<file path="src/rtl/pila_param_pkg.sv">
// Shared stack constants and the {push,pop} operation encoding used by the
// CPU control unit and the return-address stack.
package pila_param_pkg;

  localparam int unsigned PILA_WIDTH = 10;
  localparam int unsigned PILA_DEPTH = 16;

  // Encoding is {push, pop}.
  typedef enum logic [1:0] {
    OpNop  = 2'b00,
    OpPop  = 2'b01,
    OpPush = 2'b10,
    OpRepl = 2'b11
  } pila_op_e;

endpackage

</file>
<file path="src/rtl/pila_mem.sv">
// WIDTH x DEPTH register array: one synchronous write port, two combinational
// read ports (top of stack and debug). Storage has no reset; the caller masks
// every read by occupancy, so stale contents never leak out.
module pila_mem
  import pila_param_pkg::*;
#(
  parameter int unsigned WIDTH = PILA_WIDTH,
  parameter int unsigned DEPTH = PILA_DEPTH,
  parameter int unsigned AW    = (DEPTH > 1) ? $clog2(DEPTH) : 1
) (
  input  logic             i_clk,
  input  logic             i_we,
  input  logic [AW-1:0]    i_waddr,
  input  logic [WIDTH-1:0] i_wdata,
  input  logic [AW-1:0]    i_raddr_top,
  input  logic [AW-1:0]    i_raddr_dbg,
  output logic [WIDTH-1:0] o_rdata_top,
  output logic [WIDTH-1:0] o_rdata_dbg
);

  logic [WIDTH-1:0] r_mem [DEPTH];

  // Single write port; the controller only ever presents in-range addresses.
  always_ff @(posedge i_clk) begin
    if (i_we) begin
      r_mem[i_waddr] <= i_wdata;
    end
  end

  // Asynchronous reads for the PC mux and the debug port.
  always_comb begin
    o_rdata_top = r_mem[i_raddr_top];
    o_rdata_dbg = r_mem[i_raddr_dbg];
  end

endmodule

</file>
<file path="src/rtl/pila_param.sv">
// Parametrised LIFO return-address stack. Holds the occupancy counter and the
// sticky error flags; storage lives in pila_mem. Priority: reset > flush >
// push/pop. Simultaneous push+pop replaces the top entry.
module pila_param
  import pila_param_pkg::*;
#(
  parameter int unsigned WIDTH = PILA_WIDTH,
  parameter int unsigned DEPTH = PILA_DEPTH,
  parameter int unsigned PTRW  = $clog2(DEPTH + 1)
) (
  input  logic             i_clk,
  input  logic             i_reset,
  input  logic             i_push,
  input  logic             i_pop,
  input  logic             i_flush,
  input  logic             i_clr_err,
  input  logic [WIDTH-1:0] i_din,
  input  logic [PTRW-1:0]  i_dbg_idx,
  output logic [WIDTH-1:0] o_dout,
  output logic [WIDTH-1:0] o_dbg_dout,
  output logic [PTRW-1:0]  o_count,
  output logic             o_empty,
  output logic             o_full,
  output logic             o_overflow,
  output logic             o_underflow
);

  localparam int unsigned AW = (DEPTH > 1) ? $clog2(DEPTH) : 1;

  logic [PTRW-1:0]  r_count;
  logic             r_overflow;
  logic             r_underflow;

  logic [PTRW-1:0]  w_count_d;
  logic             w_overflow_d;
  logic             w_underflow_d;
  logic             w_we;
  logic [AW-1:0]    w_waddr;
  logic [AW-1:0]    w_top_addr;
  logic [AW-1:0]    w_dbg_addr;
  logic [WIDTH-1:0] w_rdata_top;
  logic [WIDTH-1:0] w_rdata_dbg;
  logic             w_empty;
  logic             w_full;
  logic             w_dbg_valid;
  pila_op_e         w_op;

  assign w_op    = pila_op_e'({i_push, i_pop});
  assign w_empty = (r_count == '0);
  assign w_full  = (r_count == PTRW'(DEPTH));

  // Next occupancy, write request and sticky flags; a set in the same cycle
  // as clr_err wins over the clear.
  always_comb begin
    w_count_d     = r_count;
    w_we          = 1'b0;
    w_waddr       = AW'(r_count);
    w_overflow_d  = r_overflow  & ~i_clr_err;
    w_underflow_d = r_underflow & ~i_clr_err;
    if (i_flush) begin
      w_count_d = '0;
    end else begin
      unique case (w_op)
        OpPush: begin
          if (w_full) begin
            w_overflow_d = 1'b1;
          end else begin
            w_we      = 1'b1;
            w_count_d = r_count + PTRW'(1);
          end
        end
        OpPop: begin
          if (w_empty) begin
            w_underflow_d = 1'b1;
          end else begin
            w_count_d = r_count - PTRW'(1);
          end
        end
        OpRepl: begin
          // On an empty stack this degenerates to a plain push into slot 0.
          w_we = 1'b1;
          if (w_empty) begin
            w_count_d = PTRW'(1);
          end else begin
            w_waddr = AW'(r_count - PTRW'(1));
          end
        end
        default: ;
      endcase
    end
  end

  // Synchronous reset clears occupancy and flags; storage is left alone.
  always_ff @(posedge i_clk) begin
    if (i_reset) begin
      r_count     <= '0;
      r_overflow  <= 1'b0;
      r_underflow <= 1'b0;
    end else begin
      r_count     <= w_count_d;
      r_overflow  <= w_overflow_d;
      r_underflow <= w_underflow_d;
    end
  end

  // Read addresses: top is count-1, debug index counts down from the top.
  always_comb begin
    w_top_addr  = AW'(r_count - PTRW'(1));
    w_dbg_addr  = AW'(r_count - PTRW'(1) - i_dbg_idx);
    w_dbg_valid = (i_dbg_idx < r_count);
  end

  pila_mem #(
    .WIDTH (WIDTH),
    .DEPTH (DEPTH),
    .AW    (AW)
  ) u_mem (
    .i_clk       (i_clk),
    .i_we        (w_we & ~i_reset),
    .i_waddr     (w_waddr),
    .i_wdata     (i_din),
    .i_raddr_top (w_top_addr),
    .i_raddr_dbg (w_dbg_addr),
    .o_rdata_top (w_rdata_top),
    .o_rdata_dbg (w_rdata_dbg)
  );

  // Outputs are masked by occupancy so unwritten or popped slots read as 0.
  always_comb begin
    o_dout      = w_empty ? '0 : w_rdata_top;
    o_dbg_dout  = w_dbg_valid ? w_rdata_dbg : '0;
    o_count     = r_count;
    o_empty     = w_empty;
    o_full      = w_full;
    o_overflow  = r_overflow;
    o_underflow = r_underflow;
  end

endmodule

</file>
<file path="config.mk">
export PLATFORM = sky130hd
export DESIGN_NAME = pila_param
export DESIGN_NICKNAME = d
export VERILOG_FILES = /design/src/rtl/pila_param_pkg.sv /design/src/rtl/pila_mem.sv /design/src/rtl/pila_param.sv
export SDC_FILE = /design/constraint.sdc
export NUM_CORES = 1
export LEC_CHECK = 0
export CORE_ASPECT_RATIO = 1.1
export CORE_MARGIN = 2
export CORE_UTILIZATION = 25
export CTS_BUF_LIST = sky130_fd_sc_hd__clkbuf_4 sky130_fd_sc_hd__clkbuf_8 sky130_fd_sc_hd__clkbuf_16
export CTS_CLUSTER_DIAMETER = 120
export DETAILED_ROUTE_END_ITERATION = 8
export PLACE_DENSITY = 0.38
export SLEW_MARGIN = 15
export SYNTH_ARGS = -nofsm -noshare
export SYNTH_HDL_FRONTEND = slang
export SYNTH_SLANG_ARGS = --single-unit
</file>
<file path="constraint.sdc">
create_clock -name i_clk -period 4 [get_ports i_clk]
set_clock_uncertainty 0.1 [all_clocks]
set_input_delay 0.8 -clock i_clk [delete_from_list [all_inputs] [get_ports i_clk]]
set_output_delay 0.8 -clock i_clk [all_outputs]
set_load 0.03 [all_outputs]
</file>
==> run summary, run 1 <==
Physical implementation.

- Sequential power for this build is between 1.5 and 2 mW.
- The number of iterations in the first detailed-routing pass is 4.
- Dividing the final minimum period by the clock period gives about 100%.
- The net count of the finished layout is between 600 and 700.
- The average instance area after synthesis is approximately 16 um2.
- The number of clock buffers added by TritonCTS is 17.
- The total nets after synthesis is approximately 580.
- The end of the worst hold path is o_overflow.
- In the power breakdown, the biggest contributor is sequential cells.
- The I/O pin count is 50.
- The total number of sequential cells is between 150 and 200.
- In the floorplan report the effective utilization is about 25%.
- The later-pin clock latency in the skew report is ~0.44 ns.
- The wire length per cell is about 25 um.
- The via density per instance is around 5.0.
- The DRC violation total left in the routed layout is recorded as 0.
- The minimum clock period after layout is approximately 4 ns.
- Among logic cells in the layout, the one with the most instances is sky130_fd_sc_hd__edfxtp_1.
- The fraction of the yosys area taken by sequential cells is a little under three fifths.
- The synthesized design contains roughly 160 enable-type register cells.
- The worst IR drop on VDD is around 0.32 mV.
- The highest clock rate this design can be run at is about 250 MHz.
- The worst path required time is around 3.1 ns.
- The number of filler cells placed in the layout is roughly 3.3k.
- For reference, the placement row count at floorplan is 71.
- The flow ran to the end, and the final reports show no timing, DRC or antenna violations.
- The top register by number of flip-flops is u_mem.r_mem.
- The core outline area is about 34000 um2.
- Cell internal power was estimated by the tool at 3.91 mW.
- The worst min-delay path class is register to register.
- STA classifies the critical path endpoint as an output pin.
- In this run the register-to-register setup slack is 0.92 ns.
- The top fanout value on the critical path is 8.
- Setup total negative slack on the finished layout was measured at 0 ns.
- The sequential power share is about 35%.
- Per the cell usage report, the commonest logic cells after layout are 160 x sky130_fd_sc_hd__edfxtp_1, 70 x sky130_fd_sc_hd__mux4_2, 65 x sky130_fd_sc_hd__buf_4.
- The initial antenna violation count is 0.
- The end point of the critical path is o_dbg_dout[0].
- The number of multi-input combinational cells in the layout is roughly 330.
- Summing the areas of all and, or, nand and nor instances in the mapped netlist gives 9.32% of the synthesized area.
- The tool warning count for the run is 32.
- The worst slack at placement is -0.445 ns.
- The slowest stage of the critical path belongs to the cell sky130_fd_sc_hd__fa_2.
- The end-of-flow timing check tallies setup violations at 0.
- The flop and latch count out of synthesis is ~170.
- Post-synth the commonest register cell is sky130_fd_sc_hd__edfxtp_1.
- The mapped netlist covers roughly 8600 um2.
run_1/ff_map.png
Scale bar: 50 um.
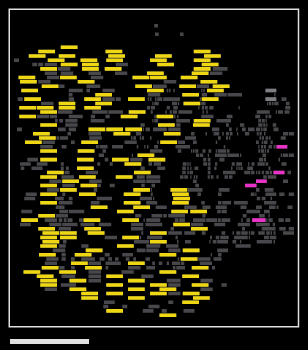
[u_mem.r_mem] yellow | sequential cells: 160
[o_count] magenta | sequential cells: 5 | where: right middle
not colored: 2
flop share of the area: 42.8%
post-layout util: 33.9%

run_1/pinout.png
Scale bar: 50 um. Pins as bars across the die edge, other pins in gray.
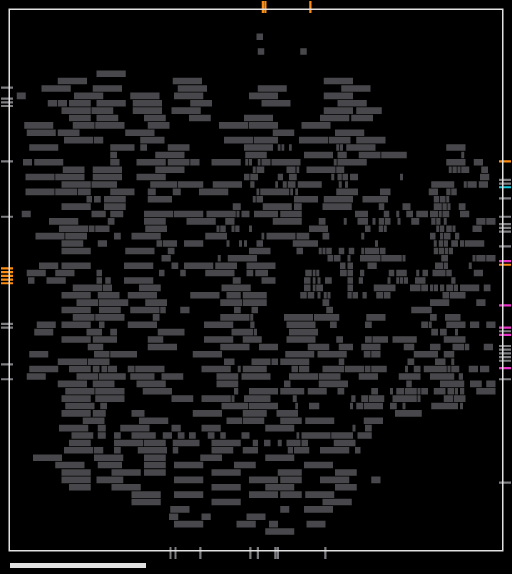
[o_count] magenta | pins: 5 | direction: output | edge: right
[i_clr_err] cyan | pins: 1 | direction: input | edge: right
[o_dout] orange | pins: 10 | direction: output | edge: 5 left, 3 top, 2 right
all pins by edge: 24 right, 15 left, 8 bottom, 3 top
total of buffers placed on input and output ports: 49
vertical die dimension: 199 um
die span in x: 181 um

run_1/m1.png
Scale bar: 50 um.
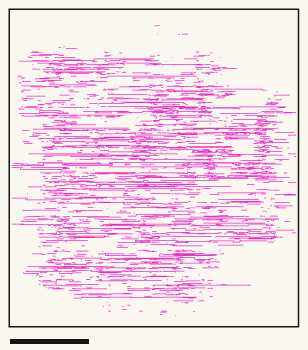
share of all routed wire: 42%
wire length on this layer: 11700 um
longest straight run: 77.3 um
met1 Track Usage GR: 19.5%
via total after detailed routing: 5609

run_1/clock_nets.png
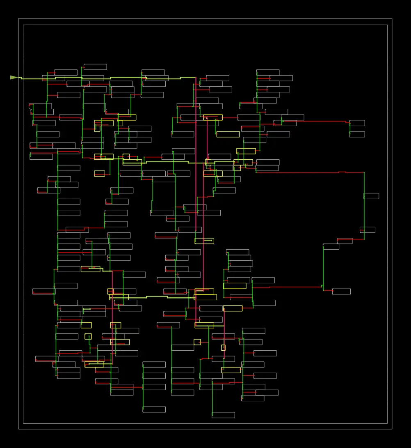

==> run 2, diff against run 1 <==
- PLACE_DENSITY: 0.38 -> 0.37
- clock period: 4 -> 4.6 ns (I/O delays scaled with it)
run_2/clock_nets.png
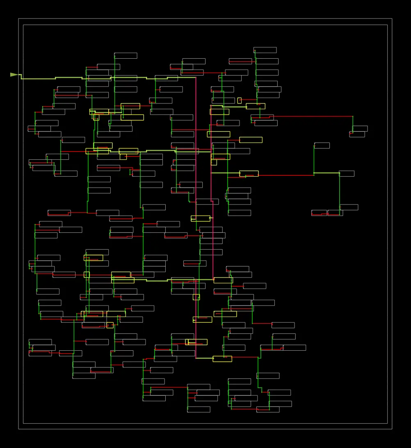
power dissipated in the clock network: 1.62 mW
clock buf count: 19
number of clock buffers inserted by TritonCTS: 17

==> run 2 against run 1 <==
Sequential power down 13%. Critical endpoint is now o_dbg_dout[1]. Critical path depth up 4. Die size unchanged. Clock power down 8%. Worst setup slack better by 0.033 ns. Largest power group unchanged. Count of clock-buffer cells in the layout down 3. Cell count down 0.81%. Core utilization down 1.2 points. Synthesized area unchanged. Critical path type is now register to output pin. Via count down 1.0%.
==> run summary, run 2 <==
Physical implementation.

- The worst path required time is between 3 and 4 ns.
- The tool warning count for the run is 30.
- The most frequent logic cell in the layout is sky130_fd_sc_hd__edfxtp_1.
- After detailed routing, the average wire length per cell comes to 24.7 um.
- The basic-gate share of the synthesized area counting and, or, nand and nor cells is a little under a tenth.
- The number of vias after detailed routing is between 5k and 6k.
- Subtracting the final worst setup slack from the clock period gives around 4.5 ns.
- Once layout is complete, the utilization of the core stands at between 30% and 40%.
- The final net count is ~690.
- Averaged over all synthesized cells, the footprint is between 15 and 20 um2.
- According to the cell report, the number of logic gates is 331.
- Sequential cells make up between 40% and 50% of the cell area.
- Global routing used about a fifth of the available met1 tracks.
- The number of placement rows is about 71.
- Per the synth log, the flip-flop and latch total comes to 167.
- The setup-violating endpoint count in the final report is 0.
- The via density per instance is 5.02.
- The pre-antenna-repair detailed-routing pass consisted of 5 iterations.
- The top power group is sequential cells.
- The top fanout value on the critical path is 10.
- The effective utilization at floorplan is about a quarter.
- The number of filler cells placed in the layout is roughly 3.4k.
- The initial antenna violation count is 0.
- Hold analysis lists the worst path endpoint as o_underflow.
- Registers are responsible for approximately 36% of the overall power.
- The mapped cell area is roughly 8600 um2.
- The worst min-delay path class is register to register.
- In the routed design, unresolved DRC markers number 0.
- The fraction of the yosys area taken by sequential cells is a little under three fifths.
- In this run, power in flip-flops and latches comes to 1.68 mW.
- The core outline area is about 34000 um2.
- The I/O pin count is approximately 50.
- Dividing the final minimum period by the clock period gives a little under 100%.
- In this run the tool buffered the top-level ports with around 49 buffer cells.
- STA classifies the critical path endpoint as an output pin.
- The flow ran to the end, and the final reports show no timing, DRC or antenna violations.
- Looking at the cell usage after synthesis, the top flip-flop cell is sky130_fd_sc_hd__edfxtp_1.
- The internal cell power is roughly 3.4 mW.
- In the layout the commonest cells are 160 x sky130_fd_sc_hd__edfxtp_1, 70 x sky130_fd_sc_hd__mux4_2, 67 x sky130_fd_sc_hd__buf_4.
- The flow reports an fmax of around 220 MHz.
Power is estimated from default activity; no workload was simulated.
